==> config.mk <==
export PLATFORM = sky130hd
export DESIGN_NAME = cam_capture_ctrl
export DESIGN_NICKNAME = d
export VERILOG_FILES = /design/src/rtl/cam_pkg.sv /design/src/rtl/cam_pixel_pack.sv /design/src/rtl/cam_capture_ctrl.sv
export SDC_FILE = /design/constraint.sdc
export NUM_CORES = 1
export LEC_CHECK = 0
export CAP_MARGIN = 25
export CORE_UTILIZATION = 40
export DETAILED_ROUTE_END_ITERATION = 16
export GPL_TIMING_DRIVEN = 0
export HOLD_SLACK_MARGIN = 0.05
export SKIP_LAST_GASP = 1
export SLEW_MARGIN = 40
export SYNTH_ARGS = -nofsm -noshare
export SYNTH_HDL_FRONTEND = slang
export SYNTH_HIERARCHICAL = 1
export SYNTH_SLANG_ARGS = --single-unit
==> constraint.sdc <==
create_clock -name PCLK -period 3.1 [get_ports PCLK]
set_input_delay 0.93 -clock PCLK [delete_from_list [all_inputs] [get_ports PCLK]]
set_output_delay 0.93 -clock PCLK [all_outputs]
set_load 0.02 [all_outputs]
==> src/rtl/cam_pkg.sv <==
// rtl/cam_pkg.sv - shared geometry defaults and FSM state encoding for the camera capture block
// Purpose: default frame geometry, write-address width and capture FSM state encoding,
//          imported by cam_capture_ctrl and cam_pixel_pack.
// Ports:   none (package).
package cam_pkg;

  localparam int H_ACTIVE_DEF = 640;  // pixels per line
  localparam int V_ACTIVE_DEF = 480;  // lines per frame
  localparam int ADDR_W_DEF   = 19;   // enough for 640*480-1

  typedef enum logic [2:0] {
    ST_IDLE       = 3'd0,
    ST_WAIT_VSYNC = 3'd1,
    ST_WAIT_FRAME = 3'd2,
    ST_CAPTURE    = 3'd3,
    ST_DONE       = 3'd4
  } cap_state_t;

endpackage

==> src/rtl/cam_pixel_pack.sv <==
// rtl/cam_pixel_pack.sv - RGB565 byte pairing, staging register and one-entry write holding register
// Purpose: pairs camera bytes (high byte first) into 16-bit pixels, stages each completed
//          pixel for one cycle, then presents it on a valid/ready write port held in a
//          single-entry register. A pixel arriving while the holder is still unaccepted
//          is dropped and reported through drop.
// Ports:
//   PCLK, reset        clock, asynchronous active-high reset
//   clear              resets the byte toggle (frame start, line end)
//   flush              discards staged and held pixels and the byte toggle
//   byte_en/byte_data  one byte consumed per cycle while byte_en is high
//   pix_keep/pix_addr  from the top: whether the completing pixel is written, and its address
//   pix_complete       combinational: the byte consumed this cycle completes a pixel
//   odd_byte           byte toggle (1 = high byte held, waiting for low byte)
//   pending            a pixel is staged or held
//   drop               one-cycle pulse: completed pixel discarded because holder was busy
//   wr_valid/wr_ready/wr_addr/wr_data  frame-buffer write port
module cam_pixel_pack
  import cam_pkg::*;
#(
  parameter int ADDR_W = ADDR_W_DEF
) (
  input  logic              PCLK,
  input  logic              reset,
  input  logic              clear,
  input  logic              flush,
  input  logic              byte_en,
  input  logic [7:0]        byte_data,
  input  logic              pix_keep,
  input  logic [ADDR_W-1:0] pix_addr,
  output logic              pix_complete,
  output logic              odd_byte,
  output logic              pending,
  output logic              drop,
  input  logic              wr_ready,
  output logic              wr_valid,
  output logic [ADDR_W-1:0] wr_addr,
  output logic [15:0]       wr_data
);

  logic [7:0]        byte0;
  logic              stg_valid;
  logic [15:0]       stg_data;
  logic [ADDR_W-1:0] stg_addr;

  assign pix_complete = byte_en & odd_byte;
  assign pending      = stg_valid | wr_valid;

  always_ff @(posedge PCLK or posedge reset) begin
    if (reset) begin
      byte0     <= '0;
      odd_byte  <= 1'b0;
      stg_valid <= 1'b0;
      stg_data  <= '0;
      stg_addr  <= '0;
      drop      <= 1'b0;
      wr_valid  <= 1'b0;
      wr_addr   <= '0;
      wr_data   <= '0;
    end else begin
      drop <= 1'b0;
      if (flush) begin
        odd_byte  <= 1'b0;
        stg_valid <= 1'b0;
        wr_valid  <= 1'b0;
      end else begin
        // Pairing stage: even byte is held, odd byte completes a pixel into the staging reg.
        stg_valid <= 1'b0;
        if (clear) begin
          odd_byte <= 1'b0;
        end else if (byte_en) begin
          if (!odd_byte) begin
            byte0    <= byte_data;
            odd_byte <= 1'b1;
          end else begin
            odd_byte  <= 1'b0;
            stg_valid <= pix_keep;
            stg_data  <= {byte0, byte_data};
            stg_addr  <= pix_addr;
          end
        end
        // Holding stage: a new pixel may replace one being accepted this same cycle.
        if (stg_valid) begin
          if (wr_valid && !wr_ready) begin
            drop <= 1'b1;
          end else begin
            wr_valid <= 1'b1;
            wr_addr  <= stg_addr;
            wr_data  <= stg_data;
          end
        end else if (wr_valid && wr_ready) begin
          wr_valid <= 1'b0;
        end
      end
    end
  end

endmodule

==> src/rtl/cam_capture_ctrl.sv <==
// rtl/cam_capture_ctrl.sv - camera frame capture controller: sync tracking, geometry counters, write addressing
// Purpose: waits for a start request and a full VSYNC pulse, then captures one RGB565 frame
//          from a DVP-style camera into a frame buffer at address line*H_ACTIVE+column.
//          Reports dropped pixels (overflow) and line/frame geometry errors (length_err).
// Optional feature: define CAM_CAPTURE_FRAME_COUNT_EN to add a 16-bit wrapping frame_count output.
// Ports:
//   PCLK, reset                 clock, asynchronous active-high reset
//   VSYNC, HREF, DATA           camera sync and byte stream (registered before use)
//   start, continuous, abort    capture control
//   wr_valid/wr_ready/wr_addr/wr_data  frame-buffer pixel write port
//   busy                        high in any state except IDLE
//   frame_done                  one-cycle pulse at frame end
//   overflow, length_err        sticky error flags, cleared on reset or accepted start
//   frame_count                 (optional) frames completed
module cam_capture_ctrl
  import cam_pkg::*;
#(
  parameter int H_ACTIVE = H_ACTIVE_DEF,
  parameter int V_ACTIVE = V_ACTIVE_DEF,
  parameter int ADDR_W   = ADDR_W_DEF
) (
  input  logic              PCLK,
  input  logic              reset,
  input  logic              VSYNC,
  input  logic              HREF,
  input  logic [7:0]        DATA,
  input  logic              start,
  input  logic              continuous,
  input  logic              abort,
  output logic              wr_valid,
  input  logic              wr_ready,
  output logic [ADDR_W-1:0] wr_addr,
  output logic [15:0]       wr_data,
  output logic              busy,
  output logic              frame_done,
  output logic              overflow,
  output logic              length_err
`ifdef CAM_CAPTURE_FRAME_COUNT_EN
  ,
  output logic [15:0]       frame_count
`endif
);

  localparam int COL_W  = $clog2(H_ACTIVE + 1);
  localparam int LINE_W = $clog2(V_ACTIVE + 1);
  localparam logic [COL_W-1:0]  H_CNT  = COL_W'(H_ACTIVE);
  localparam logic [LINE_W-1:0] V_CNT  = LINE_W'(V_ACTIVE);
  localparam logic [LINE_W-1:0] V_LAST = LINE_W'(V_ACTIVE - 1);
  localparam logic [ADDR_W-1:0] H_STEP = ADDR_W'(H_ACTIVE);

  cap_state_t        state;
  logic              vsync_q, vsync_d, href_q, href_d;
  logic [7:0]        data_q;
  logic [COL_W-1:0]  col_cnt;    // saturates at H_ACTIVE so long lines cannot wrap
  logic [LINE_W-1:0] line_cnt;
  logic [ADDR_W-1:0] line_base;  // line_cnt*H_ACTIVE, held below H_ACTIVE*V_ACTIVE
  logic              end_req;    // early VSYNC seen: stop consuming, finish pending write

  logic vsync_rise, vsync_fall, href_fall, capturing, byte_en, pix_keep;
  logic clear_toggle, flush;
  logic pk_complete, pk_odd, pk_pending, pk_drop;
  logic [ADDR_W-1:0] pix_addr;

  // Camera inputs are registered once; all edges are taken on the registered copies.
  always_ff @(posedge PCLK or posedge reset) begin
    if (reset) begin
      vsync_q <= 1'b0;
      vsync_d <= 1'b0;
      href_q  <= 1'b0;
      href_d  <= 1'b0;
      data_q  <= '0;
    end else begin
      vsync_q <= VSYNC;
      vsync_d <= vsync_q;
      href_q  <= HREF;
      href_d  <= href_q;
      data_q  <= DATA;
    end
  end

  assign vsync_rise   = vsync_q & ~vsync_d;
  assign vsync_fall   = ~vsync_q & vsync_d;
  assign href_fall    = ~href_q & href_d;
  assign capturing    = (state == ST_CAPTURE) && !end_req && (line_cnt < V_CNT);
  assign byte_en      = capturing && href_q;
  assign pix_keep     = (col_cnt < H_CNT);
  assign pix_addr     = line_base + ADDR_W'(col_cnt);
  assign clear_toggle = ((state == ST_WAIT_FRAME) && vsync_fall) || (capturing && href_fall);
  assign flush        = abort && (state != ST_IDLE);
  assign busy         = (state != ST_IDLE);

  cam_pixel_pack #(.ADDR_W(ADDR_W)) u_pack (
    .PCLK         (PCLK),
    .reset        (reset),
    .clear        (clear_toggle),
    .flush        (flush),
    .byte_en      (byte_en),
    .byte_data    (data_q),
    .pix_keep     (pix_keep),
    .pix_addr     (pix_addr),
    .pix_complete (pk_complete),
    .odd_byte     (pk_odd),
    .pending      (pk_pending),
    .drop         (pk_drop),
    .wr_ready     (wr_ready),
    .wr_valid     (wr_valid),
    .wr_addr      (wr_addr),
    .wr_data      (wr_data)
  );

  always_ff @(posedge PCLK or posedge reset) begin
    if (reset) begin
      state      <= ST_IDLE;
      col_cnt    <= '0;
      line_cnt   <= '0;
      line_base  <= '0;
      end_req    <= 1'b0;
      frame_done <= 1'b0;
      overflow   <= 1'b0;
      length_err <= 1'b0;
    end else begin
      frame_done <= 1'b0;
      if (pk_drop) overflow <= 1'b1;

      if (flush) begin
        state <= ST_IDLE;
      end else begin
        case (state)
          ST_IDLE: begin
            if (start) begin
              state      <= ST_WAIT_VSYNC;
              overflow   <= 1'b0;
              length_err <= 1'b0;
            end
          end
          ST_WAIT_VSYNC: begin
            if (vsync_q) state <= ST_WAIT_FRAME;
          end
          ST_WAIT_FRAME: begin
            if (vsync_fall) begin
              state     <= ST_CAPTURE;
              col_cnt   <= '0;
              line_cnt  <= '0;
              line_base <= '0;
              end_req   <= 1'b0;
            end
          end
          ST_CAPTURE: begin
            if (pk_complete) begin
              if (col_cnt != H_CNT) col_cnt <= col_cnt + 1'b1;
              if (!pix_keep) length_err <= 1'b1;
            end
            if (capturing && href_fall) begin
              if (pk_odd || (col_cnt < H_CNT)) length_err <= 1'b1;
              line_cnt <= line_cnt + 1'b1;
              col_cnt  <= '0;
              if (line_cnt < V_LAST) line_base <= line_base + H_STEP;
            end
            if (vsync_rise && (line_cnt < V_CNT)) begin
              end_req    <= 1'b1;
              length_err <= 1'b1;
            end
            if (((line_cnt == V_CNT) || end_req) && !pk_pending) state <= ST_DONE;
          end
          ST_DONE: begin
            frame_done <= 1'b1;
            state      <= continuous ? ST_WAIT_VSYNC : ST_IDLE;
          end
          default: state <= ST_IDLE;
        endcase
      end
    end
  end

`ifdef CAM_CAPTURE_FRAME_COUNT_EN
  always_ff @(posedge PCLK or posedge reset) begin
    if (reset) frame_count <= '0;
    else if (frame_done) frame_count <= frame_count + 16'd1;
  end
`endif

endmodule

==> flow_summary.toml, run 1 <==
# physical design summary
[die]
die_area_um2 = 15900
tap_cells = 188
die_h_um = 126

[routing]
drtPass1Iterations = 4
drt-total-wl_mm = 13.2
vias = 4160
drtIter0Drc = 233
wl_met3_um = 471
highest_layer = "met4"

[clock_network]
h-tree-depth = 4
clk_latency_ns = 0.41
cts.repair.resized = 1
clk_pin_slew_ns = 0.06
numCtsBuffers = 17
clock_sinks = 132
ctsRootBufferMaster = "clkbuf_16"
cts_tree = "done"

[place]
hpwl_mm = 9.07
placed_area_um2 = 7010
routabilityCongestion = 0.857
placedCellCount = 729

[global_route]
track_usage = 0.178
top_usage_layer = "met2"
grt_pass1_vias = 4338
grt_pass1_wl_mm = 22.2
grt_use_met1 = 0.224
grt_overflow = 0
antenna_found_initial = 0

[synth]
ys_area_um2 = 6170
ys_warn_count = 6
synthTopCellsByCount = "dfrtp_1, mux2_2, mux2_4"
yosysCellCount = 484
yosys.area.top_type = "dfrtp_1"
simple_gate_share = 0.111
ys_ff = 132
synth-xor-area-share = 0.0185
adder_share = 0.0162
yosys-top-cells-area = "dfrtp_1, mux2_2, mux2_4"
synthTopLogicFamily = "multiplexers"
syn-num-nets = 508
seq_area_frac_synth = 0.535
synthArstFlopShare = 1.00
yosys.cell_count.top_type = "dfrtp_1"
aoi_share = 0.108
synth.avg_cell_area_um2 = 12.7
edf_count = 0
ys_sh_mux = 0.168
synth_cell_types = 66

[finish]
num_antenna_cells = 0
final_cells = 759
nNonClkBuffers = 83
logic_area_um2 = 2630
areaGrowthSynthToFinish_pct = 22.2
final.clkbuf_count = 24
nFillCells = 1319
top_regs = "u_pack/stg_addr x19, u_pack/wr_addr x19"
lay_top_count = "dfrtp_1"
comb_cells = 307

[power]
comb_power_share = 0.135
p_total_w = 0.00427
power.internal_w = 0.00313
pg_clk_w = 0.00171
p_sw_w = 0.00114
powerSeq_w = 0.00198
pwr-share-clk = 0.401
powerComb_w = 0.000579
swShare = 0.267

[hold_path]
hold_class = "reg -> reg"
hold_depth = 0
min_from = "href_q$_DFF_PP0_"

[timing]
rsz0062_at_grt = "true"
setup_ws_ns = 0.0804
period_needed_ns = 3.02
fin_crit_sh = 0.974
fin_hold_ws_ns = 0.471

[critical_path]
timing.critical_path.from = "state[0]$_DFFE_PP0P_"
crit_slowest_cell = "clkdlybuf4s50_1"
cp.required_ns = 2.17
path_buffers = 4
path_cells = "buf_2 > buf_1 > nor3_4 > inv_1 > clkdlybuf4s50_1"
arrival_ns = 2.09
worst-path-stages = 5

[status]
status = "finished clean"

[run]
maxCapViolations = 0
openroad.warnings = 29
Figure 1. Local utilization (run 1).
The bar under the picture is 50 um long. The die is cut into 13 by 13 equal tiles; black is low, pale yellow is high, 0 to 100% covered.
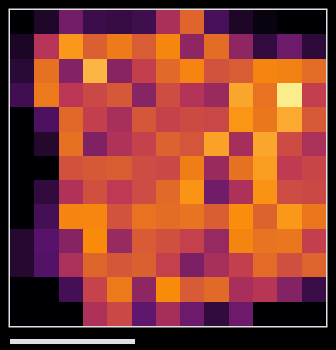
mean over tiles: 46%
fullest tile: 96%
nearly empty tiles: 10%
emptiest ninth of the die: south-west
tiles over 75% full: 7.7%
Placeable Area: 15,100 um^2
FP Util: 0.407
fin util: 0.498

Figure 2. Wires at chosen ports, followed through buffers (run 1).
The bar under the picture is 50 um long.
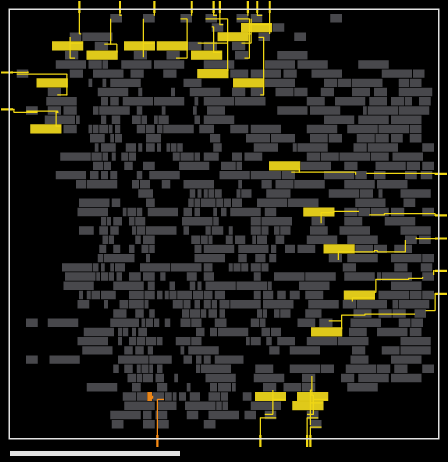
[wr_addr] yellow | bits: 19 | direction: output | end cells: 19 | buffers: 19 | wire: 476 um
[busy] orange | bits: 1 | direction: output | end cells: 1 | buffers: 1 | wire: 14.3 um
I/O Buffers: 55
IO Count: 56

Figure 3. Cells coloured by class (run 1).
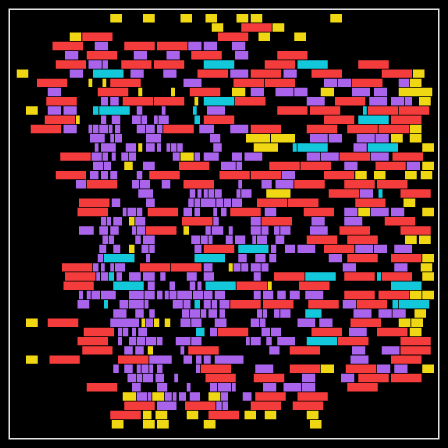
[registers] red | cells: 132 | share of their area: 45%
[remaining buffers and delay cells] yellow | cells: 83 | share of their area: 11%
[clock drivers and dummy loads] cyan | cells: 30 | share of their area: 6.8%
[remaining logic cells] purple | cells: 326 | share of their area: 37%
final instance area: 7540 um^2
FP Rows: 45

Figure 4. Floorplan with the power grid (run 1).
The bar under the picture is 50 um long. Pins as bars on the die edge.
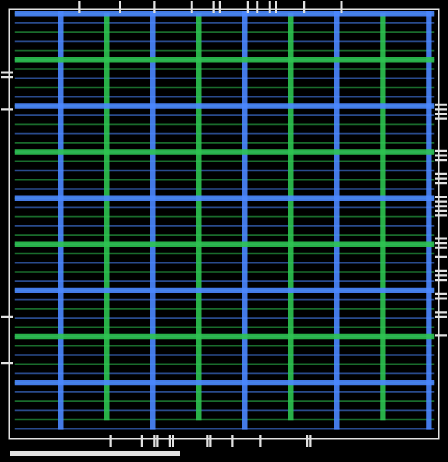

==> run 2, diff against run 1 <==
Settings changed: CORE_MARGIN set to 2, CTS_BUF_LIST set to sky130_fd_sc_hd__clkbuf_8.
Figure 5. Floorplan with the power grid (run 2).
The bar under the picture is 50 um long. Pins as bars on the die edge.
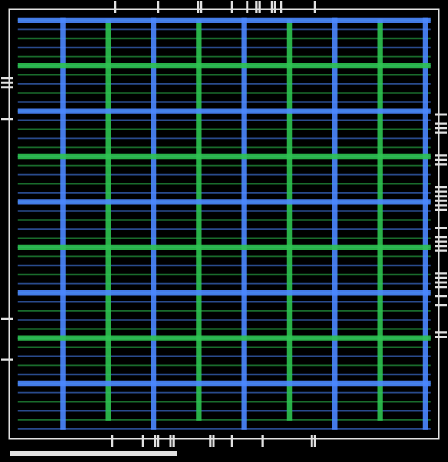
[VSS] blue
[VDD] green
rows: 45
met1 rails: 46
signal pins: 56
met4 straps: 9
die width: 128 um
Die Ht: 128 um
Max rail drop VDD: 0.000302 V

Figure 6. Wires at chosen ports, followed through buffers (run 2).
The bar under the picture is 50 um long.
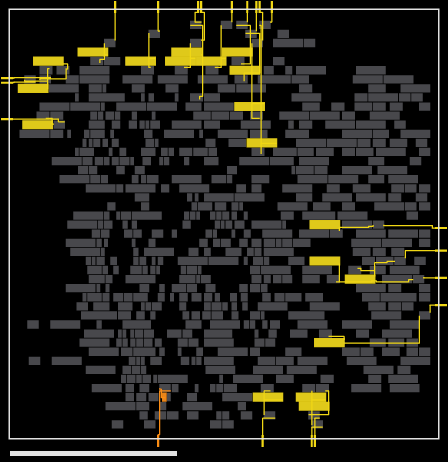
[wr_addr] yellow | bits: 19 | direction: output | end cells: 19 | buffers: 19 | wire: 509 um
[busy] orange | bits: 1 | direction: output | end cells: 1 | buffers: 1 | wire: 21.8 um

==> run 2 against run 1 <==
Sequential power is essentially flat. Highest routed layer unchanged. Combinational power shrank 1%. Clock-buffer cell count shrank 3. Clock power shrank 6%. Cell count grew 0.13%. Clock skew grew 0.011 ns. Power shrank 3.1%. Non-clock buffer count is the same. Synthesized cell count is the same.
==> flow_summary.toml, run 2 <==
# physical design summary
[synth]
yosys.cell_count.top_type = "dfrtp_1"
syn-num-nets = 508
ys_sh_mux = 0.168
synthTopLogicFamily = "multiplexers"
yosys.area.top_type = "dfrtp_1"
ys_ff = 132
synth-xor-area-share = 0.0185
synthTopCellsByCount = "dfrtp_1, mux2_2, mux2_4"
synth_cell_types = 66
synth.avg_cell_area_um2 = 12.7
seq_area_frac_synth = 0.535
adder_share = 0.0162
yosysCellCount = 484

[hold_path]
hold_class = "reg -> reg"
min_from = "u_pack/drop$_DFF_PP0_"
hold_depth = 1

[die]
tap_cells = 188
die_area_um2 = 16400
core_util_floorplan = 0.407
rows = 45

[power]
p_total_w = 0.00414
p_sw_w = 0.00109
pwr-share-clk = 0.386
powerComb_w = 0.000572
pg_clk_w = 0.00160
power.internal_w = 0.00305

[global_route]
grt_pass1_vias = 4262
antenna_found_initial = 0
top_usage_layer = "met2"

[finish]
comb_cells = 307
nNonClkBuffers = 83
final_util = 0.495
top_regs = "u_pack/stg_addr x19, u_pack/wr_addr x19"
nFillCells = 1330
logic_area_um2 = 2630
num_antenna_cells = 0
final.clkbuf_count = 21
lay_top_count = "dfrtp_1"

[critical_path]
timing.critical_path.from = "state[0]$_DFFE_PP0P_"
path_cells = "buf_2 > clkbuf_2 > nor3_2 > inv_1 > clkdlybuf4s50_1"
crit_slowest_cell = "clkdlybuf4s50_1"

[routing]
drtIter0Drc = 207
vias = 4094
highest_layer = "met4"

[clock_network]
numCtsBuffers = 17
clk_pin_slew_ns = 0.07
clock_sinks = 132
ctsRootBufferMaster = "clkbuf_8"
cts.repair.resized = 2
clk_latency_ns = 0.45

[run]
maxCapViolations = 0

[timing]
setup_ws_ns = 0.0836
fin_crit_sh = 0.973
rsz0062_at_grt = "true"
period_needed_ns = 3.02
fin_hold_ws_ns = 0.471

[place]
port_buffers = 55
placedCellCount = 729

[status]
status = "finished clean"
Power is estimated from default activity; no workload was simulated.
